[config.mk]
export PLATFORM = sky130hd
export DESIGN_NAME = clk_rate_ctrl
export DESIGN_NICKNAME = d
export VERILOG_FILES = /design/src/rtl/clk_rate_ctrl.sv
export SDC_FILE = /design/constraint.sdc
export NUM_CORES = 1
export LEC_CHECK = 0
export CORE_ASPECT_RATIO = 1.25
export CORE_MARGIN = 2
export CORE_UTILIZATION = 47
export CTS_CLUSTER_SIZE = 40
export DETAILED_ROUTE_END_ITERATION = 6
export MAX_ROUTING_LAYER = met4
export PLACE_DENSITY = 0.66
export SYNTH_ARGS = -nofsm -noshare
export SYNTH_HDL_FRONTEND = slang
export SYNTH_SLANG_ARGS = --single-unit
export TNS_END_PERCENT = 50
[constraint.sdc]
create_clock -name clk_50 -period 5.1 [get_ports clk_50]
set_clock_uncertainty 0.1 [all_clocks]
set_input_delay 0.51 -clock clk_50 [delete_from_list [all_inputs] [get_ports clk_50]]
set_output_delay 0.51 -clock clk_50 [all_outputs]
set_load 0.02 [all_outputs]
[src/rtl/clk_rate_ctrl.sv]
// clk_rate_ctrl: divides clk_50 into a square wave whose half-period is
// BASE_HALF << rate_idx. The rate is stepped with btn_up/btn_dn and
// output is started/stopped with btn_run. All buttons act on rising edges.
module clk_rate_ctrl #(
  parameter int unsigned BASE_HALF = 3_125_000
) (
  input  logic       clk_50,
  input  logic       rst,
  input  logic       btn_up,
  input  logic       btn_dn,
  input  logic       btn_run,
  output logic       clk_out,
  output logic       tick,
  output logic [2:0] rate_idx,
  output logic       running
);

  typedef enum logic {
    ST_STOP = 1'b0,
    ST_RUN  = 1'b1
  } state_t;

  state_t      state_q, state_d;
  logic        up_prev_q, up_prev_d;
  logic        dn_prev_q, dn_prev_d;
  logic        run_prev_q, run_prev_d;
  logic [2:0]  rate_q, rate_d;
  logic [25:0] cnt_q, cnt_d;
  logic        clk_out_q, clk_out_d;
  logic        tick_q, tick_d;

  logic        up_ev, dn_ev, run_ev;
  logic        rate_chg;
  logic [25:0] half_w;
  logic [25:0] term_w;

  // Rising-edge detection; prev registers simply follow the inputs.
  always_comb begin
    up_ev      = btn_up  & ~up_prev_q;
    dn_ev      = btn_dn  & ~dn_prev_q;
    run_ev     = btn_run & ~run_prev_q;
    up_prev_d  = btn_up;
    dn_prev_d  = btn_dn;
    run_prev_d = btn_run;
  end

  // Half-period and terminal count, kept at the full 26-bit width.
  always_comb begin
    half_w = 26'(BASE_HALF) << rate_q;
    term_w = half_w - 26'd1;
  end

  // Rate stepping: saturating, and opposing simultaneous events cancel.
  always_comb begin
    rate_d   = rate_q;
    rate_chg = 1'b0;
    if (up_ev && !dn_ev && rate_q != 3'd0) begin
      rate_d   = rate_q - 3'd1;
      rate_chg = 1'b1;
    end else if (dn_ev && !up_ev && rate_q != 3'd4) begin
      rate_d   = rate_q + 3'd1;
      rate_chg = 1'b1;
    end
  end

  // Run/stop FSM plus divider counter; state or rate changes restart the
  // count and take priority over a coincident terminal count.
  always_comb begin
    state_d   = state_q;
    cnt_d     = '0;
    clk_out_d = clk_out_q;
    tick_d    = 1'b0;

    if (run_ev) begin
      state_d = (state_q == ST_RUN) ? ST_STOP : ST_RUN;
    end

    if (run_ev || rate_chg) begin
      cnt_d = '0;
    end else if (state_q == ST_RUN) begin
      if (cnt_q == term_w) begin
        cnt_d     = '0;
        clk_out_d = ~clk_out_q;
        tick_d    = 1'b1;
      end else begin
        cnt_d = cnt_q + 26'd1;
      end
    end
  end

  // State registers with synchronous reset; prevs load 1 so a held button
  // does not produce an event when reset is released.
  always_ff @(posedge clk_50) begin
    if (rst) begin
      state_q    <= ST_STOP;
      up_prev_q  <= 1'b1;
      dn_prev_q  <= 1'b1;
      run_prev_q <= 1'b1;
      rate_q     <= 3'd2;
      cnt_q      <= '0;
      clk_out_q  <= 1'b0;
      tick_q     <= 1'b0;
    end else begin
      state_q    <= state_d;
      up_prev_q  <= up_prev_d;
      dn_prev_q  <= dn_prev_d;
      run_prev_q <= run_prev_d;
      rate_q     <= rate_d;
      cnt_q      <= cnt_d;
      clk_out_q  <= clk_out_d;
      tick_q     <= tick_d;
    end
  end

  assign clk_out  = clk_out_q;
  assign tick     = tick_q;
  assign rate_idx = rate_q;
  assign running  = (state_q == ST_RUN);

endmodule

==> job_summary.md <==
## Implementation flow summary

| Metric | Value |
|---|---|
| Synthesized flop and latch total | 35 |
| I/O Buffers | 10 |
| CTS resizes | 0 |
| Reg area | 701 um2 |
| Min-Delay Path Class | flop to flop |
| Simple Share, Synth | 34.3% |
| Area occupied by multi-input gates | around 1300 um2 |
| Initial Util | 49.4% |
| Hold Path Sink | cnt_q[0] |
| GRT met3 Usage | 4.20% |
| Outcome | finished clean |
| DP HPWL | 3320 um |
| Hold path cells | 1 |
| XOR Share, Synth | between 10 and 15% |
| R2R Path End | cnt_q[12] |
| Mux share | less than 1% |
| Synth Flop Type | dfxtp_1 |
| CTS Root Cell | clkbuf_8 |
| 1st-iter DRT viols | 93 |
| Die Size | between 5000 and 6000 um2 |
| Worst Hold Launch | cnt_q[0] |
| Adder share | 1.48% |
| RSZ-0062 raised after global routing | false |
| Slew @ Worst Pin | 0.986 ns |
| Final setup vio count | 0 |
| First-pass DRT Iterations | 4 |
| H-Tree Depth | 2 |
| Synth warnings | 0 |
| Yosys cell count | around 260 |
| WP data required | about 5.2 ns |
| Worst R2R Start | rate_idx[2] |
| Clock Latency Late Sink | ~0.29 ns |
| Relative slew slack | about 34% |
| R2R depth | 7 |
| CP Class | flop to flop |
| # rows | 27 |
| I/O pin count | 11 |
| Yosys Chip Area | approximately 2200 um2 |
| Grt ovf | 0 |
| Final Critical Period | about 3.1 ns |
| Total Routed Length | around 4700 um |
| Post-CTS Setup Repair Bufs | 0 |
| Clock Sinks | 35 |
| Top-area cell share | 31.8% |
| Syn Area/Cell | between 8 and 9 um2 |
| WL met1 | between 2000 and 2500 um |
| Avg Vias per Cell | ~5.6 |
| Cell Type Count | 62 |
| Met1 usage | 23.5% |
| Largest net degree at the start of global routing | 34 |
| Routed wl met3 | around 220 um |
| Reg with most FFs | cnt_q |
| Most numerous logic cell after layout | dfxtp_1 |
| Syn Inst Count | 263 |
| Fillcell total | approximately 440 |
| All-Layer GR Usage | between 20% and 30% |
| Area leader, netlist | dfxtp_1 |
| Synthesized cell area | ~2200 um2 |
| Global-route wire length before repair | approximately 8000 um |
| P&R area growth vs syn | 8.01% |
| Antenna cell count | 0 |
| Met2 WL | 2330 um |
| Final #Nets | 271 |
| FF-to-FF setup slack | ~2 ns |
| Post-synth EDFFs | 0 |
| P_leak | 0.724 nW |
| Clock Path Buffers | 2 |
| Busiest metal layer after global routing | met2 |
[how the worst max path moves through the flow]
stage | slack [ns] | end | cells past startpoint | startpoint
final | 1.97 | cnt_q[12] | 7 | rate_idx[2]
after floorplan | 2.88 | rate_idx[1] | 8 | rate_idx[1]
after global routing | 1.72 | cnt_q[1] | 7 | rate_idx[2]
after global placement | 2.07 | cnt_q[14] | 7 | rate_idx[2]
after detailed placement | 2.00 | cnt_q[12] | 7 | rate_idx[2]
after CTS | 2.00 | cnt_q[12] | 7 | rate_idx[2]
[area by class of cell]
class | count | share of cell area (%)
well taps | 58 | 3.05
inverters | 10 | 1.58
clock buffers | 5 | 2.89
repair buffers | 11 | 4.52
clock inverters | 3 | 1.84
flip-flops and latches | 35 | 29.4
multi-input cells | 201 | 56.7
[worst max-delay path: stages, from the launching register on]
cell       delay, ns
dfxtp_1         0.98
nor2_1          0.17
nand4bb_1       0.24
a32oi_1         0.21
o2111ai_1       0.21
nor4_4          0.67
buf_4           0.34
nor3_1          0.08
[report_power, final]
part	leakage, nW	internal [mW]	switching [mW]	total, mW
sequential	0.283	0.277	0.0161	0.293
clock	0.0581	0.146	0.106	0.251
combinational	0.382	0.0244	0.0259	0.0503
[cell usage after synthesis, drive strengths merged (7+ instances only)]
cell type,count
nor3,31
nand2b,7
nand2,21
buf,14
inv,10
dfxtp,35
nand3,8
nor2,24
xnor2,26
nor2b,8
o21ai,10
[through the flow]
step | setup WS, ns | utilization (%) | area [um2] | hold slack (ns)
after global placement | 2.07 | 50.8 | 2270 | 0.355
after floorplan | 2.88 | - | 2200 | 0.329
final | 1.97 | 53.4 | 2380 | 0.374
after global routing | 1.72 | 53.4 | 2380 | 0.421
after CTS | 2.00 | 53.4 | 2380 | 0.375
after detailed placement | 2.00 | 50.8 | 2270 | 0.365
Fig. 1: register map, names as in the netlist
The bar under the picture is 20 um long. Other sequential cells in the stronger grey, the rest of the logic in the fainter grey.
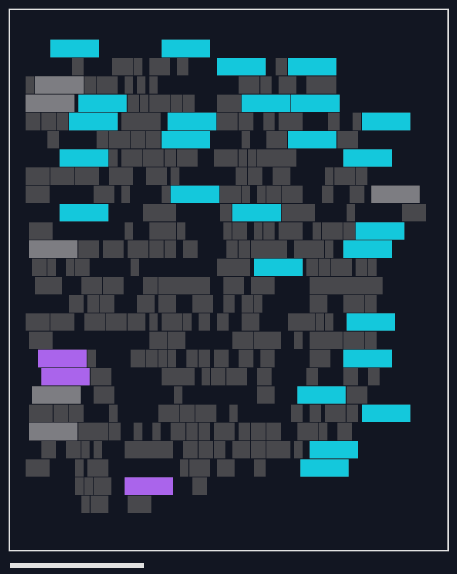
- `cnt_q`: cyan (placed flops 26; where widely spread)
- `rate_idx`: purple (placed flops 3)

Fig. 2: signal wires by layer
Two of the layers only.
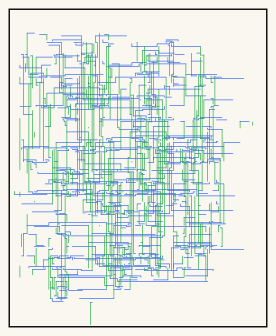
- met1: blue (wire length 2,020 um)
- met2: green (wire length 2,330 um)

Power and IR drop assume default switching activity.
